[src/rtl/id_stage_pipe.sv]
// RV32I decode stage: register file with optional WB bypass, load-use hazard detection and ID/EX register.
// Latency 1 cycle; id_ready drops on EX backpressure, load-use hazard or flush.
module id_stage_pipe #(
    parameter int XLEN        = 32,
    parameter int NUM_REGS    = 32,
    parameter int REG_ADDR_W  = 5,
    parameter int WB_BYPASS   = 1,
    parameter int STALL_CNT_W = 16
) (
    input  logic                   clk,
    input  logic                   rst,
    input  logic                   if_valid,
    input  logic [XLEN-1:0]        if_inst,
    input  logic [XLEN-1:0]        if_pc,
    output logic                   id_ready,
    input  logic                   flush,
    input  logic                   ex_ready,
    input  logic                   wb_regwrite,
    input  logic [REG_ADDR_W-1:0]  wb_rd,
    input  logic [XLEN-1:0]        wb_data,
    output logic                   ex_valid,
    output logic [XLEN-1:0]        ex_pc,
    output logic [XLEN-1:0]        ex_rs1_data,
    output logic [XLEN-1:0]        ex_rs2_data,
    output logic [XLEN-1:0]        ex_imm,
    output logic [REG_ADDR_W-1:0]  ex_rs1,
    output logic [REG_ADDR_W-1:0]  ex_rs2,
    output logic [REG_ADDR_W-1:0]  ex_rd,
    output logic [2:0]             ex_funct3,
    output logic                   ex_inst30,
    output logic [8:0]             ex_ctrl,
    output logic [STALL_CNT_W-1:0] stall_cnt
);
    localparam logic [6:0] OP_R      = 7'b0110011;
    localparam logic [6:0] OP_I      = 7'b0010011;
    localparam logic [6:0] OP_LOAD   = 7'b0000011;
    localparam logic [6:0] OP_STORE  = 7'b0100011;
    localparam logic [6:0] OP_BRANCH = 7'b1100011;
    localparam logic [6:0] OP_JAL    = 7'b1101111;

    logic [XLEN-1:0]       regs [NUM_REGS];
    logic [6:0]            opcode;
    logic [REG_ADDR_W-1:0] rs1, rs2, rd;
    logic                  branch, memread, memtoreg, memwrite, alusrc, regwrite, pcplus4;
    logic [1:0]            aluop;
    logic [8:0]            ctrl;
    logic [XLEN-1:0]       imm;
    logic                  use_rs1, use_rs2;
    logic [XLEN-1:0]       rs1_data, rs2_data;
    logic                  wb_hit_en;
    logic                  hazard, advance;

    assign opcode = if_inst[6:0];
    assign rd     = if_inst[11:7];
    assign rs1    = if_inst[19:15];
    assign rs2    = if_inst[24:20];

    always_comb begin
        branch = 1'b0; memread = 1'b0; memtoreg = 1'b0; memwrite = 1'b0;
        alusrc = 1'b0; regwrite = 1'b0; pcplus4 = 1'b0; aluop = 2'b00;
        imm = '0; use_rs1 = 1'b0; use_rs2 = 1'b0;
        case (opcode)
            OP_R: begin
                aluop = 2'b10; regwrite = 1'b1; use_rs1 = 1'b1; use_rs2 = 1'b1;
            end
            OP_I: begin
                aluop = 2'b11; alusrc = 1'b1; regwrite = 1'b1; use_rs1 = 1'b1;
                imm = {{(XLEN-12){if_inst[31]}}, if_inst[31:20]};
            end
            OP_LOAD: begin
                alusrc = 1'b1; memread = 1'b1; memtoreg = 1'b1; regwrite = 1'b1; use_rs1 = 1'b1;
                imm = {{(XLEN-12){if_inst[31]}}, if_inst[31:20]};
            end
            OP_STORE: begin
                alusrc = 1'b1; memwrite = 1'b1; use_rs1 = 1'b1; use_rs2 = 1'b1;
                imm = {{(XLEN-12){if_inst[31]}}, if_inst[31:25], if_inst[11:7]};
            end
            OP_BRANCH: begin
                aluop = 2'b01; branch = 1'b1; use_rs1 = 1'b1; use_rs2 = 1'b1;
                imm = {{(XLEN-13){if_inst[31]}}, if_inst[31], if_inst[7],
                       if_inst[30:25], if_inst[11:8], 1'b0};
            end
            OP_JAL: begin
                branch = 1'b1; regwrite = 1'b1; pcplus4 = 1'b1;
                imm = {{(XLEN-21){if_inst[31]}}, if_inst[31], if_inst[19:12],
                       if_inst[20], if_inst[30:21], 1'b0};
            end
            default: ;
        endcase
    end

    assign ctrl = {branch, memread, memtoreg, aluop, memwrite, alusrc, regwrite, pcplus4};

    always_ff @(posedge clk or posedge rst) begin
        if (rst) begin
            for (int i = 0; i < NUM_REGS; i++) regs[i] <= '0;
        end else if (wb_regwrite && wb_rd != '0) begin
            regs[wb_rd] <= wb_data;
        end
    end

    // A same-cycle write-back is forwarded only when bypass is enabled.
    assign wb_hit_en = (WB_BYPASS != 0) && wb_regwrite && (wb_rd != '0);

    always_comb begin
        rs1_data = regs[rs1];
        if (rs1 == '0)                    rs1_data = '0;
        else if (wb_hit_en && wb_rd == rs1) rs1_data = wb_data;
    end

    always_comb begin
        rs2_data = regs[rs2];
        if (rs2 == '0)                    rs2_data = '0;
        else if (wb_hit_en && wb_rd == rs2) rs2_data = wb_data;
    end

    assign hazard  = ex_valid && ex_ctrl[7] && (ex_rd != '0) &&
                     ((use_rs1 && ex_rd == rs1) || (use_rs2 && ex_rd == rs2));
    assign advance = !ex_valid || ex_ready;
    assign id_ready = advance && !hazard && !flush;

    always_ff @(posedge clk or posedge rst) begin
        if (rst) begin
            ex_valid <= 1'b0; ex_pc <= '0; ex_rs1_data <= '0; ex_rs2_data <= '0;
            ex_imm <= '0; ex_rs1 <= '0; ex_rs2 <= '0; ex_rd <= '0;
            ex_funct3 <= '0; ex_inst30 <= 1'b0; ex_ctrl <= '0; stall_cnt <= '0;
        end else if (flush) begin
            ex_valid <= 1'b0;
            ex_ctrl  <= '0;
        end else if (advance) begin
            if (if_valid && !hazard) begin
                ex_valid    <= 1'b1;
                ex_pc       <= if_pc;
                ex_rs1_data <= rs1_data;
                ex_rs2_data <= rs2_data;
                ex_imm      <= imm;
                ex_rs1      <= rs1;
                ex_rs2      <= rs2;
                ex_rd       <= rd;
                ex_funct3   <= if_inst[14:12];
                ex_inst30   <= if_inst[30];
                ex_ctrl     <= ctrl;
            end else begin
                // Here if_valid implies a load-use bubble.
                ex_valid <= 1'b0;
                ex_ctrl  <= '0;
                if (if_valid && stall_cnt != '1) stall_cnt <= stall_cnt + 1'b1;
            end
        end
    end
endmodule

[config.mk]
export PLATFORM = sky130hd
export DESIGN_NAME = id_stage_pipe
export DESIGN_NICKNAME = d
export VERILOG_FILES = /design/src/rtl/id_stage_pipe.sv
export SDC_FILE = /design/constraint.sdc
export NUM_CORES = 2
export LEC_CHECK = 0
export ABC_AREA = 1
export CORE_AREA = 2 2 473 475
export CTS_CLUSTER_SIZE = 8
export DETAILED_ROUTE_END_ITERATION = 16
export DIE_AREA = 0 0 475 477
export PLACE_DENSITY_LB_ADDON = 0.25
export SYNTH_ARGS = -nofsm -noshare
export SYNTH_HDL_FRONTEND = slang
export SYNTH_SLANG_ARGS = --single-unit
[constraint.sdc]
create_clock -name clk -period 51.8 [get_ports clk]
set_clock_uncertainty 0.05 [all_clocks]
set_input_delay 10.36 -clock clk [delete_from_list [all_inputs] [get_ports clk]]
set_output_delay 10.36 -clock clk [all_outputs]
set_load 0.01 [all_outputs]
==> impl_metrics.ini <==
; flow metrics
[floorplan]
coreArea_um2 = 221000
die-width_um = 475
die_h_um = 477

[cells_and_area]
combGateArea_um2 = 29800
n_antenna_cell = 5
final_cell_mix = nand2_1 (3,669), dfrtp_1 (1,185), nand3_1 (1,134)
layout-drive-gt1-share = 0.0389
n_clock_buffer = 173
fill_cells = 23500
largest_cell_class = multi-input combinational cells
syn_to_final_growth_pct = 13.3
inv_count = 982
num-nonclk-buffers = 391

[synthesis]
synthXorXnorAreaFrac = 0.00225
ys_sh_adder = 0.000189
ys_ff = 1185
avgSynthCellArea_um2 = 6.83
synth_cells = 9698

[sta]
fin_crit_sh = 0.446
slew_headroom = 0.221
fin_ws_ns = 28.72

[global_route]
use_met1 = 0.314
grt_use_total = 0.237
antenna_found_initial = 7
overflow = 0

[setup_path]
r2r_cells = 12

[power_and_ir_drop]
clock_power_share = 0.360
power_uw = 2770
pwr_density_cell_nw_per_um2 = 36.9
p_int_uw = 1870

[place]
gp_congestion = 0.856
place_area_um2 = 70600

[detailed_routing]
met2_length_mm = 127

[outcome]
status = finished, final reports clean

[clocking]
clockBufferDepth = 3
h-tree-depth = 4

[hold_path]
hp-class = reg -> reg
min_path_cells = 0
[cell usage after synthesis (all sizes together)]
cell | instances | share of area
buf | 219 | 0.016
ha | 1 | 0.00019
clkinv | 3 | 0.00017
o22ai | 1 | 0.000095
nand2 | 3699 | 0.21
clkbuf | 578 | 0.033
o211ai | 256 | 0.029
nor4 | 4 | 0.00060
xor2 | 6 | 0.00079
o21ai | 1140 | 0.086
xnor2 | 11 | 0.0015
a31oi | 1 | 0.000095
a21oi | 202 | 0.015
a22oi | 4 | 0.00045
inv | 979 | 0.055
o21a | 1 | 0.00011
nand3b | 1 | 0.00011
nor3b | 1 | 0.00011
dfrtp | 1185 | 0.45
nor2 | 234 | 0.013
nand4 | 20 | 0.0019
nor3 | 17 | 0.0018
nand3 | 1135 | 0.086
### Nets reached from selected ports

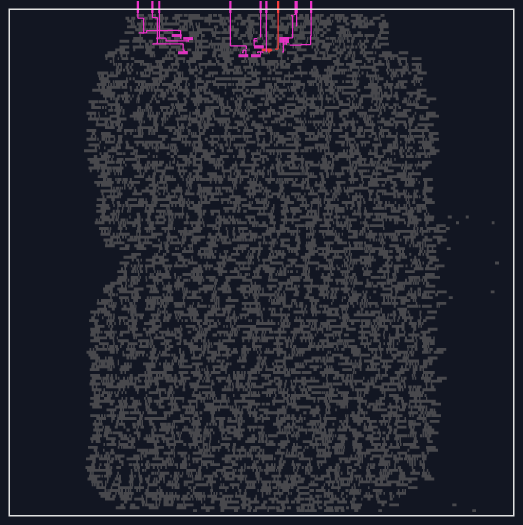
legend:
  magenta:
    port: `ex_ctrl`
    direction: output
    edge: top
    end_cells: 8
    buffers: 9
    wire: 510 µm
  red:
    port: `ex_inst30`
    direction: output
    edge: top
    end_cells: 1
    buffers: 1
    wire: 44.5 µm

### Clock routing

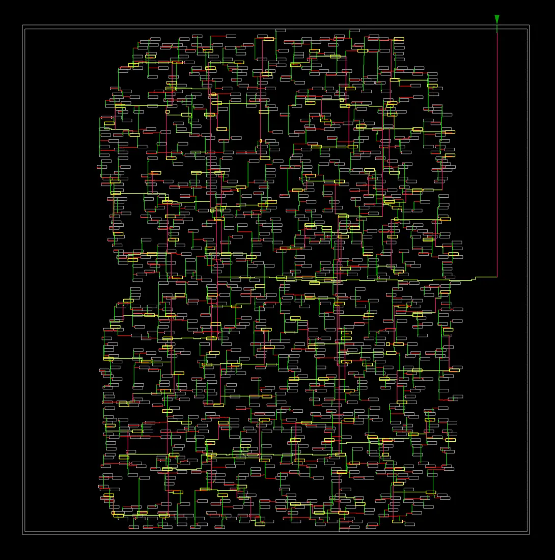
P_clk: 997 µW
worst-skew pair later-pin latency: 0.82 ns
flip-flops: 1,185

### Signal wires by layer

Bar = 100 µm.
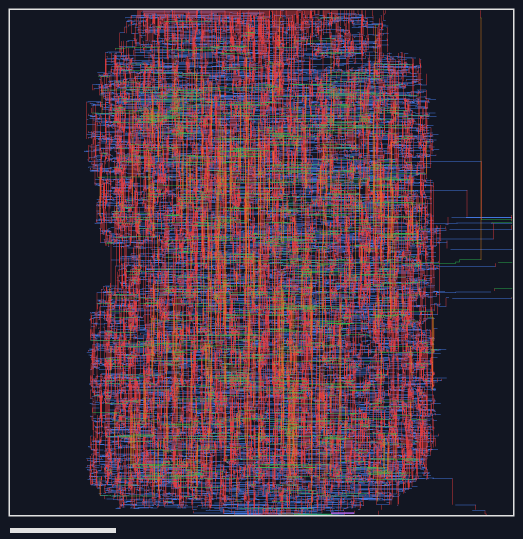
legend:
  orange:
    layer: metal 4
    wire_length: 12,300 µm
  purple:
    layer: metal 5
    wire_length: 20.2 µm
  red:
    layer: metal 2
    wire_length: 127 mm
  blue:
    layer: metal 1
    wire_length: 116 mm
  green:
    layer: metal 3
    wire_length: 20.2 mm

### Where the registers sit

Bar = 100 µm. Other sequential cells in the stronger grey, the rest of the logic in the fainter grey.
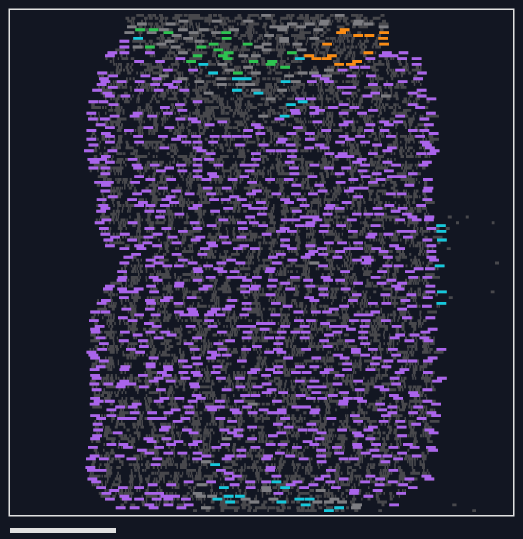
legend:
  cyan:
    name_in_the_netlist: `ex_rs1_data`
    flops: 32
  green:
    name_in_the_netlist: `ex_imm`
    flops: 21
    where: top centre
  purple:
    name_in_the_netlist: `regs`
    flops: 1,024
  orange:
    name_in_the_netlist: `stall_cnt`
    flops: 16
not coloured: 92

Power figures rest on the tool's default switching activity, not on a simulated workload.
